`src/rtl/bcd_disp_scan.sv`:
```
// bcd_disp_scan: captures a 3-digit BCD result and scans it onto a
// multiplexed 7-segment display. Optional macro LZB_EN: leading-zero blanking.
module bcd_disp_scan #(
    parameter int PRESCALE      = 4,
    parameter bit AN_ACTIVE_LOW = 1'b0
) (
    input  logic       clk,
    input  logic       rst,
    input  logic       load,
    input  logic [3:0] d0,
    input  logic [3:0] d1,
    input  logic       d2,
    output logic [6:0] seg,
    output logic [2:0] an,
    output logic       err,
    output logic       frame
);

    localparam int PW = (PRESCALE > 1) ? $clog2(PRESCALE) : 1;
    localparam logic [PW-1:0] PLAST = PW'(PRESCALE - 1);
    localparam logic [2:0] AN_OFF = AN_ACTIVE_LOW ? 3'b111 : 3'b000;

    typedef enum logic [1:0] {
        SLOT0 = 2'd0,
        SLOT1 = 2'd1,
        SLOT2 = 2'd2
    } slot_e;

    slot_e         idx_q, idx_d;
    logic [PW-1:0] pcnt_q, pcnt_d;
    logic          run_q, run_d;
    logic [3:0]    h0_q, h0_d;
    logic [3:0]    h1_q, h1_d;
    logic          h2_q, h2_d;
    logic          err_q, err_d;
    logic [6:0]    seg_q, seg_d;
    logic [2:0]    an_q, an_d;
    logic          frame_q, frame_d;
    logic          slot_end;

    function automatic logic [6:0] dec7(input logic [3:0] v);
        logic [6:0] s;
        case (v)
            4'd0:    s = 7'h3F;
            4'd1:    s = 7'h06;
            4'd2:    s = 7'h5B;
            4'd3:    s = 7'h4F;
            4'd4:    s = 7'h66;
            4'd5:    s = 7'h6D;
            4'd6:    s = 7'h7D;
            4'd7:    s = 7'h07;
            4'd8:    s = 7'h7F;
            4'd9:    s = 7'h6F;
            default: s = 7'h40;
        endcase
        return s;
    endfunction

    // Next-state: prescaler, scan slot, hold registers and output image.
    // The first edge after reset only arms the scan (run_q) so that the
    // first visible slot shows an=001 for a full PRESCALE cycles.
    always_comb begin
        pcnt_d   = pcnt_q;
        idx_d    = idx_q;
        run_d    = 1'b1;
        h0_d     = h0_q;
        h1_d     = h1_q;
        h2_d     = h2_q;
        err_d    = err_q;
        seg_d    = 7'h00;
        an_d     = AN_OFF;
        frame_d  = 1'b0;
        slot_end = run_q && (pcnt_q == PLAST);

        if (run_q) begin
            pcnt_d = slot_end ? '0 : pcnt_q + 1'b1;
        end

        if (slot_end) begin
            unique case (idx_q)
                SLOT0:   idx_d = SLOT1;
                SLOT1:   idx_d = SLOT2;
                default: idx_d = SLOT0;
            endcase
            frame_d = (idx_q == SLOT2);
        end

        if (load) begin
            h0_d  = d0;
            h1_d  = d1;
            h2_d  = d2;
            err_d = (d0 > 4'd9) || (d1 > 4'd9);
        end

        unique case (idx_d)
            SLOT0: begin
                an_d  = 3'b001 ^ AN_OFF;
                seg_d = dec7(h0_d);
            end
            SLOT1: begin
                an_d  = 3'b010 ^ AN_OFF;
                seg_d = dec7(h1_d);
`ifdef LZB_EN
                if (!h2_d && (h1_d == 4'd0)) seg_d = 7'h00;
`endif
            end
            default: begin
                an_d  = 3'b100 ^ AN_OFF;
                seg_d = dec7({3'b000, h2_d});
`ifdef LZB_EN
                if (!h2_d) seg_d = 7'h00;
`endif
            end
        endcase
    end

    // State and output registers with synchronous reset.
    always_ff @(posedge clk) begin
        if (rst) begin
            pcnt_q  <= '0;
            idx_q   <= SLOT0;
            run_q   <= 1'b0;
            h0_q    <= 4'd0;
            h1_q    <= 4'd0;
            h2_q    <= 1'b0;
            err_q   <= 1'b0;
            seg_q   <= 7'h00;
            an_q    <= AN_OFF;
            frame_q <= 1'b0;
        end else begin
            pcnt_q  <= pcnt_d;
            idx_q   <= idx_d;
            run_q   <= run_d;
            h0_q    <= h0_d;
            h1_q    <= h1_d;
            h2_q    <= h2_d;
            err_q   <= err_d;
            seg_q   <= seg_d;
            an_q    <= an_d;
            frame_q <= frame_d;
        end
    end

    assign seg   = seg_q;
    assign an    = an_q;
    assign err   = err_q;
    assign frame = frame_q;

endmodule

```
`config.mk`:
```
export PLATFORM = sky130hd
export DESIGN_NAME = bcd_disp_scan
export DESIGN_NICKNAME = d
export VERILOG_FILES = /design/src/rtl/bcd_disp_scan.sv
export SDC_FILE = /design/constraint.sdc
export NUM_CORES = 1
export LEC_CHECK = 0
export CORE_MARGIN = 3
export CORE_UTILIZATION = 47
export DETAILED_ROUTE_END_ITERATION = 7
export MAX_ROUTING_LAYER = met4
export PLACE_DENSITY = 0.87
export SETUP_SLACK_MARGIN = 0.5
export SYNTH_ARGS = -nofsm -noshare
export SYNTH_HDL_FRONTEND = slang
export SYNTH_SLANG_ARGS = --single-unit
```
`constraint.sdc`:
```
create_clock -name clk -period 1.9 [get_ports clk]
set_input_delay 0.38 -clock clk [delete_from_list [all_inputs] [get_ports clk]]
set_output_delay 0.38 -clock clk [all_outputs]
set_load 0.03 [all_outputs]
```
Figure 1. Clock wiring as the flow saved it.
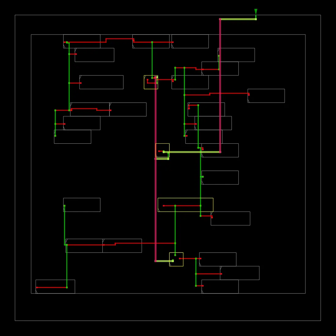
Clk. pwr: 391 uW
Sink Count: 26
flip-flops: 26
total CTS buffers: 3

Figure 2. Drive-strength map.
Drawn at 8 px/um.
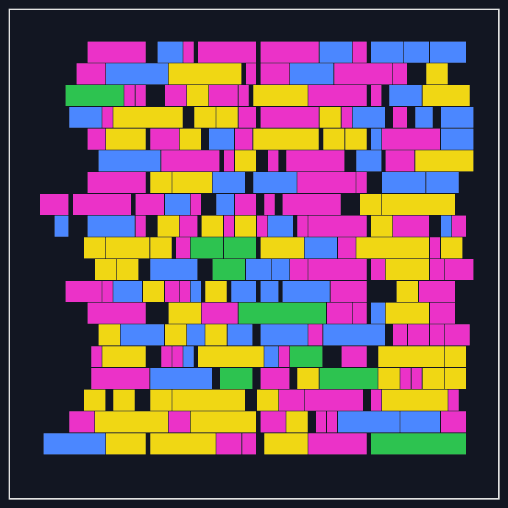
legend:
  x3 and x4:
    color: yellow
    cells: 61
  x1 and smaller:
    color: magenta
    cells: 95
  x2:
    color: blue
    cells: 48
  x6 and larger:
    color: green
    cells: 9

==> results_slide.txt <==
Implementation Results

Clocking
  • Post-CTS Setup Inserts: 10
  • Clk Tree Root Cell: clkbuf_4
  • Post-CTS Resized: 73
  • CTS tree: yes
  • H-tree depth: 1
  • Worst-path clk slew: 0.15 ns

GRT
  • Largest net degree at the start of global routing: 16
  • Vias in the first global route: 1456

Pwr
  • Leakage power: 0.00101 uW
  • Combinational power: 521 uW
  • Sw frac: 0.315
  • Final total power: 1530 uW
  • Largest Pwr Group: registers
  • Clock share of power: 0.256
  • VDD IR max: 0.000385 V

Placement
  • Placed cell count: 224
  • Estimated wirelength of the detail-placed design: 2540 um
  • Placed cell area: 1910 sq um
  • Pre-CTS WS: -0.355 ns

Final layout
  • Area grow syn2layout: 65.1%
  • Nonclk buf count: 62
  • Fin nets: 237
  • Post-Layout Inst Area: 2350 sq um
  • Top cell category: multi-input combinational cells
  • Final Instance Count excl. Fillers: 244
  • Comb gate area: 1140 sq um
  • Register area: 532 sq um
  • Clock buffer cells: 3
  • Max reg flops: 7
  • Data buffer area share: 0.242
  • Inverters: 5

Yosys
  • Leading area contributor after synthesis: dfxtp_1
  • Aoi share: 0.148
  • Yosys chip area: 1420 sq um
  • Asr flop ratio synth: 0
  • Ys cells: 150
  • Adder share: 0.0967
  • EDFF count, synth: 0
  • Synthesized area per cell: 9.48 sq um
  • Register area share after synthesis: 0.366
  • Synthesis Warnings: 0
  • XOR/XNOR Fraction of Synth Area: 0.00616
  • MUX share of area: 0.168

Critical path
  • Setup crit end kind: flop
  • Worst setup path category: flop to flop
  • CP Max Fanout: 8
  • Crit path launch: pcnt_q[0]
  • Largest delay share family, worst path: flip-flops
  • R2r startpoint: pcnt_q[0]
  • Worst reg-to-reg path cell count: 7
  • Critical Path Stages: 7

Timing
  • Worst setup margin: 0.297 ns
  • Tmin final: 1.60 ns
  • Fmax: 624 MHz
  • Worst Hold Slack: 0.521 ns
  • Fin. max-slew vios: 0
  • Endpoints failing hold: 0

Floorplan
  • Well tap count: 31
  • Chip footprint: 3720 sq um
  • Area of the core: 2830 sq um

Drt
  • WL per Instance: 22.5 um
  • First-pass DRT Iterations: 5
  • Met3 wire length: 315 um
  • Final WL: 5500 um

Min path
  • Hold path depth: 4
  • Worst hold endpoint: h0_q[0]

Run status
  • Status: complete, no violations

Flow run
  • MaxCap Viol Count: 0
Figure 3. Wire density map.
Drawn at 6 px/um. The die is cut into 12 by 12 equal tiles; black is low, pale yellow is high, scaled to the fullest tile. Values are wire area over tile area, all layers added.
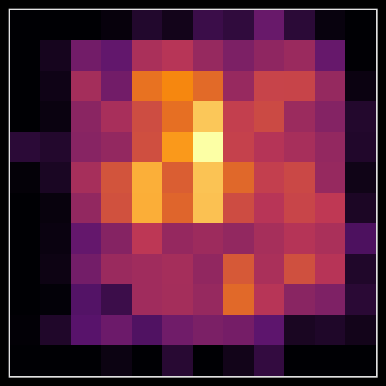
nearly empty tiles: 17%
tiles over half the peak: 22%
mean over tiles: 0.24
emptiest ninth of the die: bottom left
fullest tile: 0.78
densest ninth of the die: middle

Figure 4. Signal wires on met3.
Drawn at 8 px/um.
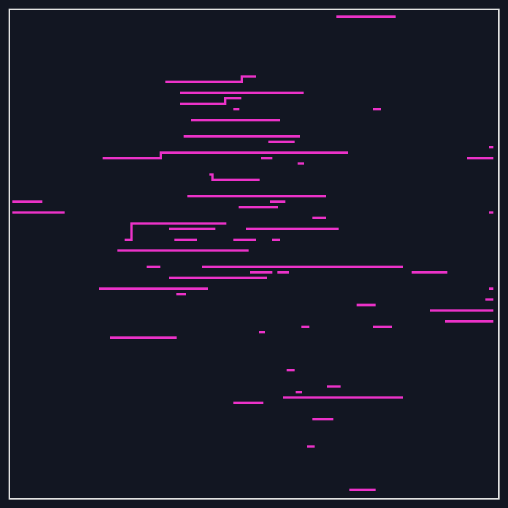
wire length on this layer: 315 um
share of all routed wire: 5.7%

Power figures rest on the tool's default switching activity, not on a simulated workload.
